pdn.png
Scale bar: 20 um. Pins as bars on the die edge.
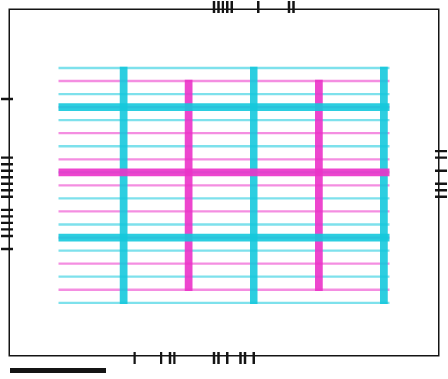
cell_classes.png
Scale bar: 20 um.
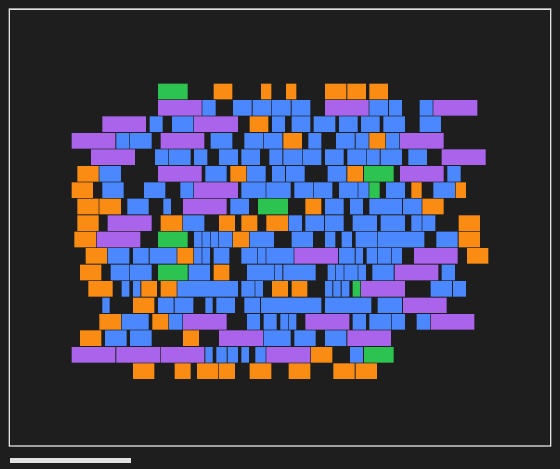
`src/rtl/xgriscv_pipe_pkg.sv`:
```
// xgriscv pipeline shared types.
// Scoreboard entry layout and forward-select encodings.
package xgriscv_pipe_pkg;

    localparam int RFIDX_WIDTH = 5;

    // Forward select value meaning "use the value read in ID".
    localparam int FWD_RF = 0;

    typedef struct packed {
        logic                   valid;
        logic [RFIDX_WIDTH-1:0] rd;
        logic                   regwrite;
        logic                   load;
    } sbEntry_t;

    // An entry only matters to a consumer when it is live and writes rd.
    function automatic logic entryWrites(sbEntry_t e);
        return e.valid & e.regwrite;
    endfunction

endpackage

```
`src/rtl/xgriscv_scoreboard_if.sv`:
```
// xgriscv scoreboard interface.
// Decode-side requests in, pipeline hold/flush/forward controls out.
interface xgriscv_scoreboard_if #(
    parameter int RFIDX_WIDTH = 5,
    parameter int NSTAGES     = 3,
    parameter int FW          = 3
);

    logic                   id_valid;
    logic [RFIDX_WIDTH-1:0] id_rs1;
    logic [RFIDX_WIDTH-1:0] id_rs2;
    logic                   id_rs1_used;
    logic                   id_rs2_used;
    logic [RFIDX_WIDTH-1:0] id_rd;
    logic                   id_regwrite;
    logic                   id_load;
    logic                   flush;
    logic                   mem_stall;

    logic                   pc_hold;
    logic                   ifid_hold;
    logic                   ifid_flush;
    logic                   idex_bubble;
    logic                   pipe_freeze;
    logic [FW-1:0]          fwd_a_e;
    logic [FW-1:0]          fwd_b_e;
    logic [NSTAGES-1:0]     busy_mask;

    // Pipeline side: presents the ID instruction, consumes controls.
    modport master (
        output id_valid,
        output id_rs1,
        output id_rs2,
        output id_rs1_used,
        output id_rs2_used,
        output id_rd,
        output id_regwrite,
        output id_load,
        output flush,
        output mem_stall,
        input  pc_hold,
        input  ifid_hold,
        input  ifid_flush,
        input  idex_bubble,
        input  pipe_freeze,
        input  fwd_a_e,
        input  fwd_b_e,
        input  busy_mask
    );

    // Scoreboard side.
    modport slave (
        input  id_valid,
        input  id_rs1,
        input  id_rs2,
        input  id_rs1_used,
        input  id_rs2_used,
        input  id_rd,
        input  id_regwrite,
        input  id_load,
        input  flush,
        input  mem_stall,
        output pc_hold,
        output ifid_hold,
        output ifid_flush,
        output idex_bubble,
        output pipe_freeze,
        output fwd_a_e,
        output fwd_b_e,
        output busy_mask
    );

endinterface

```
`src/rtl/xgriscv_src_match.sv`:
```
// xgriscv source operand matcher.
// Finds the youngest in-flight writer of one source register.
module xgriscv_src_match
    import xgriscv_pipe_pkg::sbEntry_t;
    import xgriscv_pipe_pkg::entryWrites;
#(
    parameter int RFIDX_WIDTH = 5,
    parameter int NSTAGES     = 3,
    parameter int FW          = 3
) (
    input  sbEntry_t [NSTAGES-1:0]   entries,
    input  logic [RFIDX_WIDTH-1:0]   rs,
    input  logic                     used,
    output logic                     hit,
    output logic [FW-1:0]            stage,
    output logic                     isLoad
);

    logic srcLive;

    // x0 is hardwired, so it never waits on or forwards from anyone.
    assign srcLive = used && (rs != '0);

    // Scan oldest to youngest; the last hit (youngest stage) wins.
    always_comb begin
        hit    = 1'b0;
        stage  = '0;
        isLoad = 1'b0;
        for (int k = NSTAGES - 1; k >= 0; k--) begin
            if (srcLive && entryWrites(entries[k]) &&
                (entries[k].rd == rs)) begin
                hit    = 1'b1;
                stage  = FW'(k + 1);
                isLoad = entries[k].load;
            end
        end
    end

endmodule

```
`src/rtl/xgriscv_scoreboard.sv`:
```
// xgriscv hazard and forwarding scoreboard.
// Tracks post-decode writers; drives stalls, flushes and EX forward selects.
module xgriscv_scoreboard
    import xgriscv_pipe_pkg::sbEntry_t;
    import xgriscv_pipe_pkg::entryWrites;
    import xgriscv_pipe_pkg::FWD_RF;
#(
    parameter int RFIDX_WIDTH      = 5,
    parameter int NSTAGES          = 3,
    parameter int LOAD_READY       = 2,
    parameter int RF_WRITE_THROUGH = 1,
    parameter int FW               = 3
) (
    input  logic               clk,
    input  logic               reset,
    xgriscv_scoreboard_if.slave sb
);

    if (NSTAGES < 2 || NSTAGES > 6) begin : gBadStages
        $error("xgriscv_scoreboard: NSTAGES must be 2..6");
    end
    if (LOAD_READY < 2 || LOAD_READY > NSTAGES) begin : gBadLoadReady
        $error("xgriscv_scoreboard: LOAD_READY must be 2..NSTAGES");
    end
    if ((1 << FW) < NSTAGES + 1) begin : gBadFw
        $error("xgriscv_scoreboard: FW too narrow for NSTAGES");
    end

    sbEntry_t [NSTAGES-1:0] stageQ;
    sbEntry_t               idEntry;

    logic          hitA;
    logic          hitB;
    logic          loadA;
    logic          loadB;
    logic [FW-1:0] stageA;
    logic [FW-1:0] stageB;
    logic [FW-1:0] fwdSelA;
    logic [FW-1:0] fwdSelB;
    logic [FW-1:0] fwdAQ;
    logic [FW-1:0] fwdBQ;
    logic          hazA;
    logic          hazB;
    logic          stallId;

    logic               pcHold;
    logic               ifidHold;
    logic               ifidFlush;
    logic               idexBubble;
    logic               pipeFreeze;
    logic [NSTAGES-1:0] busyMask;

    // A load matched at stage k reaches stage k+1 when the consumer is in EX;
    // its data only exists at the output of LOAD_READY, so k < LOAD_READY waits.
    // Without write-through, a writer sitting in WB is not yet visible to ID.
    function automatic logic opHazard(
        input logic          hit,
        input logic          isLd,
        input logic [FW-1:0] stg
    );
        logic loadUse;
        logic wbWait;
        loadUse = isLd && (int'(stg) < LOAD_READY);
        wbWait  = (RF_WRITE_THROUGH == 0) && (int'(stg) == NSTAGES);
        return hit && (loadUse || wbWait);
    endfunction

    // Producer at stage k moves to k+1 by the time the consumer is in EX.
    // A WB-stage writer is served by the register file instead.
    function automatic logic [FW-1:0] fwdSel(
        input logic          hit,
        input logic [FW-1:0] stg
    );
        if (hit && (int'(stg) < NSTAGES)) begin
            return stg + FW'(1);
        end
        return FW'(FWD_RF);
    endfunction

    assign idEntry.valid    = sb.id_valid;
    assign idEntry.rd       = sb.id_rd;
    assign idEntry.regwrite = sb.id_regwrite;
    assign idEntry.load     = sb.id_load;

    xgriscv_src_match #(
        .RFIDX_WIDTH (RFIDX_WIDTH),
        .NSTAGES     (NSTAGES),
        .FW          (FW)
    ) uMatchA (
        .entries (stageQ),
        .rs      (sb.id_rs1),
        .used    (sb.id_rs1_used),
        .hit     (hitA),
        .stage   (stageA),
        .isLoad  (loadA)
    );

    xgriscv_src_match #(
        .RFIDX_WIDTH (RFIDX_WIDTH),
        .NSTAGES     (NSTAGES),
        .FW          (FW)
    ) uMatchB (
        .entries (stageQ),
        .rs      (sb.id_rs2),
        .used    (sb.id_rs2_used),
        .hit     (hitB),
        .stage   (stageB),
        .isLoad  (loadB)
    );

    assign hazA    = opHazard(hitA, loadA, stageA);
    assign hazB    = opHazard(hitB, loadB, stageB);
    assign stallId = sb.id_valid && (hazA || hazB);
    assign fwdSelA = fwdSel(hitA, stageA);
    assign fwdSelB = fwdSel(hitB, stageB);

    // Resolve freeze > flush > load-use/WB stall into pipeline controls.
    always_comb begin
        pcHold     = 1'b0;
        ifidHold   = 1'b0;
        ifidFlush  = 1'b0;
        idexBubble = 1'b0;
        pipeFreeze = 1'b0;
        priority case (1'b1)
            sb.mem_stall: begin
                pipeFreeze = 1'b1;
                pcHold     = 1'b1;
                ifidHold   = 1'b1;
            end
            sb.flush: begin
                ifidFlush  = 1'b1;
                idexBubble = 1'b1;
            end
            stallId: begin
                pcHold     = 1'b1;
                ifidHold   = 1'b1;
                idexBubble = 1'b1;
            end
            default: begin
            end
        endcase
    end

    // Report which stages hold a live register writer.
    always_comb begin
        busyMask = '0;
        for (int k = 0; k < NSTAGES; k++) begin
            busyMask[k] = entryWrites(stageQ[k]);
        end
    end

    // Shift entries down the pipe and latch EX selects unless frozen.
    always_ff @(posedge clk) begin
        if (!reset) begin
            stageQ <= '0;
            fwdAQ  <= FW'(FWD_RF);
            fwdBQ  <= FW'(FWD_RF);
        end else if (!pipeFreeze) begin
            if (idexBubble) begin
                stageQ[0] <= '0;
                fwdAQ     <= FW'(FWD_RF);
                fwdBQ     <= FW'(FWD_RF);
            end else begin
                stageQ[0] <= idEntry;
                fwdAQ     <= fwdSelA;
                fwdBQ     <= fwdSelB;
            end
            for (int k = 1; k < NSTAGES; k++) begin
                stageQ[k] <= stageQ[k-1];
            end
        end
    end

    assign sb.pc_hold     = pcHold;
    assign sb.ifid_hold   = ifidHold;
    assign sb.ifid_flush  = ifidFlush;
    assign sb.idex_bubble = idexBubble;
    assign sb.pipe_freeze = pipeFreeze;
    assign sb.fwd_a_e     = fwdAQ;
    assign sb.fwd_b_e     = fwdBQ;
    assign sb.busy_mask   = busyMask;

endmodule

```
`src/flat_wrapper.sv`:
```
// flat-port wrapper written by rule: the top's interface ports become plain ports
module xgriscv_scoreboard_flat import xgriscv_pipe_pkg::sbEntry_t; import xgriscv_pipe_pkg::entryWrites; import xgriscv_pipe_pkg::FWD_RF;
#(
    parameter int RFIDX_WIDTH      = 5,
    parameter int NSTAGES          = 3,
    parameter int LOAD_READY       = 2,
    parameter int RF_WRITE_THROUGH = 1,
    parameter int FW               = 3
)
  (clk, reset, sb_id_valid, sb_id_rs1, sb_id_rs2, sb_id_rs1_used, sb_id_rs2_used, sb_id_rd, sb_id_regwrite, sb_id_load, sb_flush, sb_mem_stall, sb_pc_hold, sb_ifid_hold, sb_ifid_flush, sb_idex_bubble, sb_pipe_freeze, sb_fwd_a_e, sb_fwd_b_e, sb_busy_mask);
  xgriscv_scoreboard_if #(.RFIDX_WIDTH(RFIDX_WIDTH), .NSTAGES(NSTAGES), .FW(FW)) sb_i ();
  input  logic clk;
  input  logic reset;
  input wire logic [$bits(sb_i.id_valid)-1:0] sb_id_valid;
  input wire logic [$bits(sb_i.id_rs1)-1:0] sb_id_rs1;
  input wire logic [$bits(sb_i.id_rs2)-1:0] sb_id_rs2;
  input wire logic [$bits(sb_i.id_rs1_used)-1:0] sb_id_rs1_used;
  input wire logic [$bits(sb_i.id_rs2_used)-1:0] sb_id_rs2_used;
  input wire logic [$bits(sb_i.id_rd)-1:0] sb_id_rd;
  input wire logic [$bits(sb_i.id_regwrite)-1:0] sb_id_regwrite;
  input wire logic [$bits(sb_i.id_load)-1:0] sb_id_load;
  input wire logic [$bits(sb_i.flush)-1:0] sb_flush;
  input wire logic [$bits(sb_i.mem_stall)-1:0] sb_mem_stall;
  output wire logic [$bits(sb_i.pc_hold)-1:0] sb_pc_hold;
  output wire logic [$bits(sb_i.ifid_hold)-1:0] sb_ifid_hold;
  output wire logic [$bits(sb_i.ifid_flush)-1:0] sb_ifid_flush;
  output wire logic [$bits(sb_i.idex_bubble)-1:0] sb_idex_bubble;
  output wire logic [$bits(sb_i.pipe_freeze)-1:0] sb_pipe_freeze;
  output wire logic [$bits(sb_i.fwd_a_e)-1:0] sb_fwd_a_e;
  output wire logic [$bits(sb_i.fwd_b_e)-1:0] sb_fwd_b_e;
  output wire logic [$bits(sb_i.busy_mask)-1:0] sb_busy_mask;
  assign sb_i.id_valid = sb_id_valid;
  assign sb_i.id_rs1 = sb_id_rs1;
  assign sb_i.id_rs2 = sb_id_rs2;
  assign sb_i.id_rs1_used = sb_id_rs1_used;
  assign sb_i.id_rs2_used = sb_id_rs2_used;
  assign sb_i.id_rd = sb_id_rd;
  assign sb_i.id_regwrite = sb_id_regwrite;
  assign sb_i.id_load = sb_id_load;
  assign sb_i.flush = sb_flush;
  assign sb_i.mem_stall = sb_mem_stall;
  assign sb_pc_hold = sb_i.pc_hold;
  assign sb_ifid_hold = sb_i.ifid_hold;
  assign sb_ifid_flush = sb_i.ifid_flush;
  assign sb_idex_bubble = sb_i.idex_bubble;
  assign sb_pipe_freeze = sb_i.pipe_freeze;
  assign sb_fwd_a_e = sb_i.fwd_a_e;
  assign sb_fwd_b_e = sb_i.fwd_b_e;
  assign sb_busy_mask = sb_i.busy_mask;
  xgriscv_scoreboard #(.RFIDX_WIDTH(RFIDX_WIDTH), .NSTAGES(NSTAGES), .LOAD_READY(LOAD_READY), .RF_WRITE_THROUGH(RF_WRITE_THROUGH), .FW(FW)) u_core (.clk(clk), .reset(reset), .sb(sb_i));
endmodule
```
`config.mk`:
```
export PLATFORM = sky130hd
export DESIGN_NAME = xgriscv_scoreboard_flat
export DESIGN_NICKNAME = d
export VERILOG_FILES = /design/src/rtl/xgriscv_pipe_pkg.sv /design/src/rtl/xgriscv_scoreboard_if.sv /design/src/rtl/xgriscv_src_match.sv /design/src/rtl/xgriscv_scoreboard.sv /design/src/flat_wrapper.sv
export SDC_FILE = /design/constraint.sdc
export NUM_CORES = 1
export LEC_CHECK = 0
export CORE_ASPECT_RATIO = 0.75
export CORE_MARGIN = 10
export CORE_UTILIZATION = 50
export CTS_CLUSTER_DIAMETER = 100
export DETAILED_ROUTE_END_ITERATION = 8
export GPL_ROUTABILITY_DRIVEN = 0
export HOLD_SLACK_MARGIN = 0.08
export PLACE_DENSITY = 0.81
export SLEW_MARGIN = 20
export SYNTH_ARGS = -nofsm -noshare
export SYNTH_HDL_FRONTEND = slang
export SYNTH_HIERARCHICAL = 1
export SYNTH_SLANG_ARGS = --single-unit
```
`constraint.sdc`:
```
create_clock -name clk -period 4.5 [get_ports clk]
set_clock_uncertainty 0.05 [all_clocks]
set_input_delay 1.125 -clock clk [delete_from_list [all_inputs] [get_ports clk]]
set_output_delay 1.125 -clock clk [all_outputs]
set_load 0.02 [all_outputs]
```
==> impl_metrics.json <==
{
  "synthesis.instances": 190,
  "portion_of_total_power_attributed_to_the_clock_network_pct": 38.5,
  "post-route-period-util_pct": 97.92,
  "clk_root_buffer_cell": "clkbuf_8",
  "setup_viol": 0,
  "chip_area_um2": 6419,
  "largest_net_degree_at_the_start_of_global_routing": 21,
  "drive_gt1_share_pct": 19.25,
  "nonclk_buf_count": 52,
  "crit_cells": 10,
  "power.density_cell_area_nw_per_um2": 244.8,
  "holdPathEnd": "u_core/sb.fwd_b_e[2]$_SDFFE_PN0N_",
  "final-max-slew-violation-count": 0,
  "mux_area_share_pct": 8.907,
  "routed-via-count": 1554,
  "combPwrFrac_pct": 14.3,
  "commonest_non_fill_non_tap_cells_in_the_layout": "dfxtp_1 (30), xnor2_1 (26), clkdlybuf4s50_1 (24)",
  "floorplan.rows": 18,
  "signal_buffer_area_fraction_pct": 18.85,
  "hold-path-cell-count": 2,
  "tritoncts.num_buffers": 5,
  "nonClockInverterCount": 3,
  "wl_um": 4593,
  "n_sequential_cell": 30,
  "result_of_the_run": "complete, no violations",
  "synthDistinctLibCells": 36,
  "yosys.stat.seqShare_pct": 33.40,
  "maxSlewHeadroom_pct": 51.41,
  "area_growth_syn_to_layout_pct": 33.61,
  "synth-xor-area-share_pct": 14.61,
  "cts_max_level": 2,
  "yosys-dominant-comb-family": "simple AND/OR/NAND/NOR gates",
  "finalNetCount": 264,
  "grt.overflow.total": 0,
  "startpoint": "sb_id_rs2[1]",
  "wire_length_of_the_first_global_routing_pass_um": 7431,
  "stage_log_warnings": 27,
  "hold_path_startpoint": "u_core/sb.fwd_b_e[2]$_SDFFE_PN0N_",
  "crit_type": "input port to output pin",
  "worst_setup_hold_path_clk_slew_ns": 0.06
}
-- pdn.png (at the start) --
| colour | net |
|---|---|
| magenta | VDD |
| cyan | VSS |
met1 rails: 19
signal pins: 38
worst vdd rail ir drop: 181.4 uV
die height: 71.93 um
CORE AREA: 3378 um^2
die width: 89.25 um

-- cell_classes.png (at the start) --
| colour | class | cells | share of their area |
|---|---|---|---|
| orange | other buffers and delay cells | 52 | 19% |
| green | clock drivers and dummy loads | 8 | 3.9% |
| blue | all other logic | 149 | 51% |
| purple | flip-flops | 30 | 26% |
final standard cell utilization of the core: 71.11%
Design Area, Final: 2402 um^2

## stage by stage
| stage | TNS (ns) | total power (W) |
|---|---|---|
| after global routing | -0.01139 | 0.0006111 |
| after CTS | -0.01150 | 0.0005872 |
| after global placement | -1.894 | 0.0003664 |
| final | 0 | 0.0005880 |
| after detailed placement | -2.000 | 0.0003671 |
| after floorplan | 0 | 0.0003270 |
## registers in the layout (all words and copies together) (netlist names)
register	cells
u_core/sb.fwd_a_e	3
u_core/sb.fwd_b_e	3
u_core/stageQ	24
## timing repair
action,4_1_cts,5_1_grt
pin swaps,3,5
gates resized,32,18
endpoints found under the setup margin,3,3
## routing by layer
metal  share of wire, %  global-route usage, %
met1                 48                  19.97
met2                 43                  20.60
met3                7.2                  5.469
met4                1.6                  5.458
met5                  0                      0
Power and IR drop assume default switching activity.
